### config.mk
export PLATFORM = sky130hd
export DESIGN_NAME = ccr_stack
export DESIGN_NICKNAME = d
export VERILOG_FILES = /design/src/rtl/ccr_stack.sv
export SDC_FILE = /design/constraint.sdc
export NUM_CORES = 1
export LEC_CHECK = 0
export ABC_CLOCK_PERIOD_IN_PS = 3300
export CAP_MARGIN = 30
export CORE_UTILIZATION = 50
export DETAILED_ROUTE_END_ITERATION = 16
export PLACE_DENSITY = 0.88
export SYNTH_ARGS = -nofsm -noshare
export SYNTH_HDL_FRONTEND = slang
export SYNTH_SLANG_ARGS = --single-unit
### constraint.sdc
create_clock -name clk -period 3.3 [get_ports clk]
set_input_delay 0.66 -clock clk [delete_from_list [all_inputs] [get_ports clk]]
set_output_delay 0.66 -clock clk [all_outputs]
set_load 0.01 [all_outputs]
### src/rtl/ccr_stack.sv
// ccr_stack: condition-code register with a LIFO save stack for interrupt entry/exit.
// Latency: 1 cycle. ccr_out, depth_cnt and the error flags are registered; full/empty decode depth_cnt.
// Backpressure: none. A push when full or a pop when empty leaves the stack unchanged and still merges the CCR.
//
// Ports:
//   clk, rst                 single clock, asynchronous active-high reset
//   flags_in/flag_en/flag_mask  ALU flag update (per-bit select, gated by flag_en)
//   set_mask / clr_mask      per-bit force-to-1 / force-to-0 (clear beats set beats ALU)
//   push / pop               save CCR to the stack / restore CCR from the stack top
//   err_clr                  clears the sticky ovf_err / udf_err flags
//   ccr_out, depth_cnt       registered CCR and number of occupied stack slots
//   full, empty              decoded from depth_cnt
//   ovf_err, udf_err         sticky push-on-full / pop-on-empty indications
//
// Build option: define CCR_STACK_ERR_EN to implement the sticky error flags.
// Without it ovf_err/udf_err are tied low and err_clr is ignored.

module ccr_stack #(
  parameter int FLAG_W = 4,
  parameter int DEPTH  = 4
) (
  input  logic                       clk,
  input  logic                       rst,
  input  logic [FLAG_W-1:0]          flags_in,
  input  logic                       flag_en,
  input  logic [FLAG_W-1:0]          flag_mask,
  input  logic [FLAG_W-1:0]          set_mask,
  input  logic [FLAG_W-1:0]          clr_mask,
  input  logic                       push,
  input  logic                       pop,
  input  logic                       err_clr,
  output logic [FLAG_W-1:0]          ccr_out,
  output logic [$clog2(DEPTH+1)-1:0] depth_cnt,
  output logic                       full,
  output logic                       empty,
  output logic                       ovf_err,
  output logic                       udf_err
);

  localparam int CNT_W = $clog2(DEPTH+1);
  localparam int IDX_W = (DEPTH > 1) ? $clog2(DEPTH) : 1;
  localparam logic [CNT_W-1:0] DEPTH_C = CNT_W'(DEPTH);
  localparam logic [CNT_W-1:0] ONE_C   = CNT_W'(1);

  // Architectural state
  logic [FLAG_W-1:0] ccr_q, ccr_d;
  logic [CNT_W-1:0]  depth_q, depth_d;

  // Save slots carry no reset: nothing reads a slot before it is written,
  // because reads only happen when depth_q says the slot is occupied.
  logic [FLAG_W-1:0] stack_q [DEPTH];

  // Flag merge: ALU first, then set, then clear, so clear has the final say.
  logic [FLAG_W-1:0] alu_sel;
  logic [FLAG_W-1:0] merged;

  assign alu_sel = flag_mask & {FLAG_W{flag_en}};
  assign merged  = (((ccr_q & ~alu_sel) | (flags_in & alu_sel)) | set_mask) & ~clr_mask;

  // Stack occupancy decode
  logic is_full, is_empty;

  assign is_full  = (depth_q == DEPTH_C);
  assign is_empty = (depth_q == '0);

  // Operation decode. Push+pop on an empty stack degenerates to a plain
  // pop-on-empty; push+pop on a full stack is a legal swap.
  logic do_push, do_pop, do_swap;

  assign do_push = push & ~pop & ~is_full;
  assign do_pop  = pop & ~push & ~is_empty;
  assign do_swap = push & pop & ~is_empty;

  // Slot addressing: a push writes the first free slot, a swap rewrites the top.
  logic [IDX_W-1:0]  top_idx;
  logic [IDX_W-1:0]  wr_idx;
  logic              slot_we;
  logic [FLAG_W-1:0] top_val;

  assign top_idx = IDX_W'(depth_q - ONE_C);
  assign wr_idx  = do_swap ? top_idx : IDX_W'(depth_q);
  assign slot_we = do_push | do_swap;
  assign top_val = stack_q[top_idx];

  // Next-state logic
  always_comb begin
    ccr_d   = merged;
    depth_d = depth_q;
    if (do_pop) begin
      // A restore overrides any same-cycle ALU/set/clear activity.
      ccr_d   = top_val;
      depth_d = depth_q - ONE_C;
    end else if (do_swap) begin
      ccr_d   = top_val;
    end else if (do_push) begin
      depth_d = depth_q + ONE_C;
    end
  end

  always_ff @(posedge clk or posedge rst) begin
    if (rst) begin
      ccr_q   <= '0;
      depth_q <= '0;
    end else begin
      ccr_q   <= ccr_d;
      depth_q <= depth_d;
    end
  end

  // Slot write is suppressed while reset is held so an operation that
  // collides with reset leaves no trace.
  always_ff @(posedge clk) begin
    if (!rst && slot_we) begin
      stack_q[wr_idx] <= merged;
    end
  end

`ifdef CCR_STACK_ERR_EN
  // Sticky error flags. A new event in the same cycle as err_clr wins,
  // so an error is never lost to a coincident clear.
  logic ovf_q, ovf_d;
  logic udf_q, udf_d;
  logic ovf_evt, udf_evt;

  assign ovf_evt = push & ~pop & is_full;
  assign udf_evt = pop & is_empty;

  assign ovf_d = ovf_evt | (ovf_q & ~err_clr);
  assign udf_d = udf_evt | (udf_q & ~err_clr);

  always_ff @(posedge clk or posedge rst) begin
    if (rst) begin
      ovf_q <= 1'b0;
      udf_q <= 1'b0;
    end else begin
      ovf_q <= ovf_d;
      udf_q <= udf_d;
    end
  end

  assign ovf_err = ovf_q;
  assign udf_err = udf_q;
`else
  logic unused_err_clr;

  assign unused_err_clr = err_clr;
  assign ovf_err        = 1'b0;
  assign udf_err        = 1'b0;
`endif

  // Outputs
  assign ccr_out   = ccr_q;
  assign depth_cnt = depth_q;
  assign full      = is_full;
  assign empty     = is_empty;

endmodule

==> CHANGELOG.md <==
### Physical design

* Result of the run: finished, final reports clean
* Initial antenna violation count at 0
* Number of buffers inserted by hold repair at cts at 0
* Int Power at roughly 0.75 mW
* Die width at 51.9 microns
* Count of input and output buffers at 29
* Logic area at around 530 sq um
* Setup Total Neg Slack at 0 ns
* Non-filler cells, final at 150
* Clock-pin slew on the worst setup and hold paths at 0.12 ns
* Simple-gate area share of the yosys netlist at 0.0955
* Min setup slack post-route at around 0.55 ns
* Origin of the worst setup path: depth_cnt[0]
* Ant diodes at 0
* Number of logic inverters in the finished layout at 6
* Number of different library cells in the post-synthesis netlist at 35
* P_clk at 0.127 mW
* Placer Congestion at 0.854
* Total chip power at approximately 1.1 mW
* First-iteration detailed-routing DRC count at 22
* Combinational fraction of the cell area at 0.337
* Max-cap violations at 0
* DP Worst Slack at between 0.6 and 0.7 ns
* Routed met3 length at 137 microns
* Number of H-tree branching levels at 1
* Number of buffers inserted during clock tree synthesis at 3
* Non-clock buffering overhead in the final layout at 0.190
* Via count of the first global-routing pass at between 800 and 900
* Final tally of max-slew violations at 0
* Final design area excluding fillers at 0.00157 sq mm
* Final setup violation count at 0
* Commonest cells in the netlist: sky130_fd_sc_hd__edfxtp_1 (16), sky130_fd_sc_hd__dfrtp_1 (7), sky130_fd_sc_hd__nor2_1 (6), sky130_fd_sc_hd__mux2_4 (5)
* Average wire per standard cell at 15.8 microns
* Number of warning messages in the logs at 29
* Synth Area in Adders at 0.0302
* Fill count at about 150
* Post-cts repair resize count at 0
* Depth of the worst register-to-register path at 7
* Largest voltage drop on the vdd net at between 0.4 and 0.5 mV
* Mean instance size in the synthesized netlist at between 10 and 15 sq um
* Register bit count reported by yosys at 23
* Placed Cells incl. Taps at approximately 150
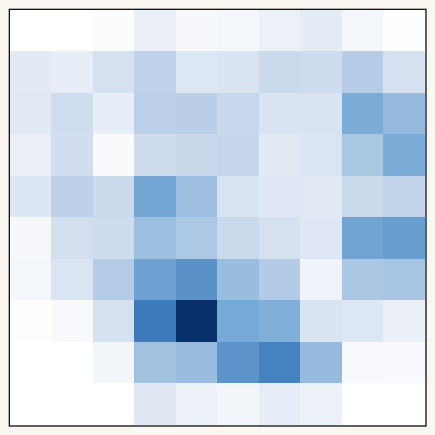
**Above:** signal metal coverage by tile.
Scale: 8 px per micron. The die is cut into 10 by 10 equal tiles; white is low, dark blue is high, scaled to the fullest tile. Values are wire area over tile area, all layers added.
emptiest ninth of the die: lower left
fullest tile: 0.63
tiles over half the peak: 10%
nearly empty tiles: 11%

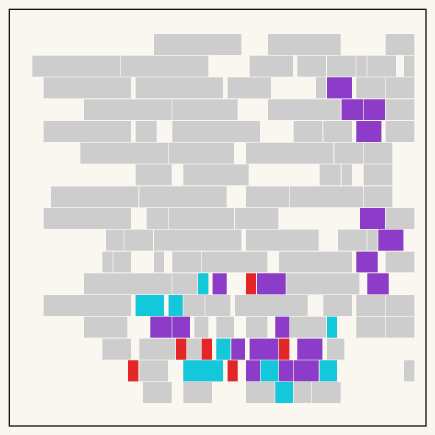
**Above:** logic cells by family.
Scale: 8 px per micron.
legend:
  red:
    family: inverters
    cells: 6
    where: bottom centre
  cyan:
    family: NAND gates
    cells: 9
    where: bottom centre
  purple:
    family: inverting AOI/OAI gates
    cells: 19

Power and IR drop assume default switching activity.
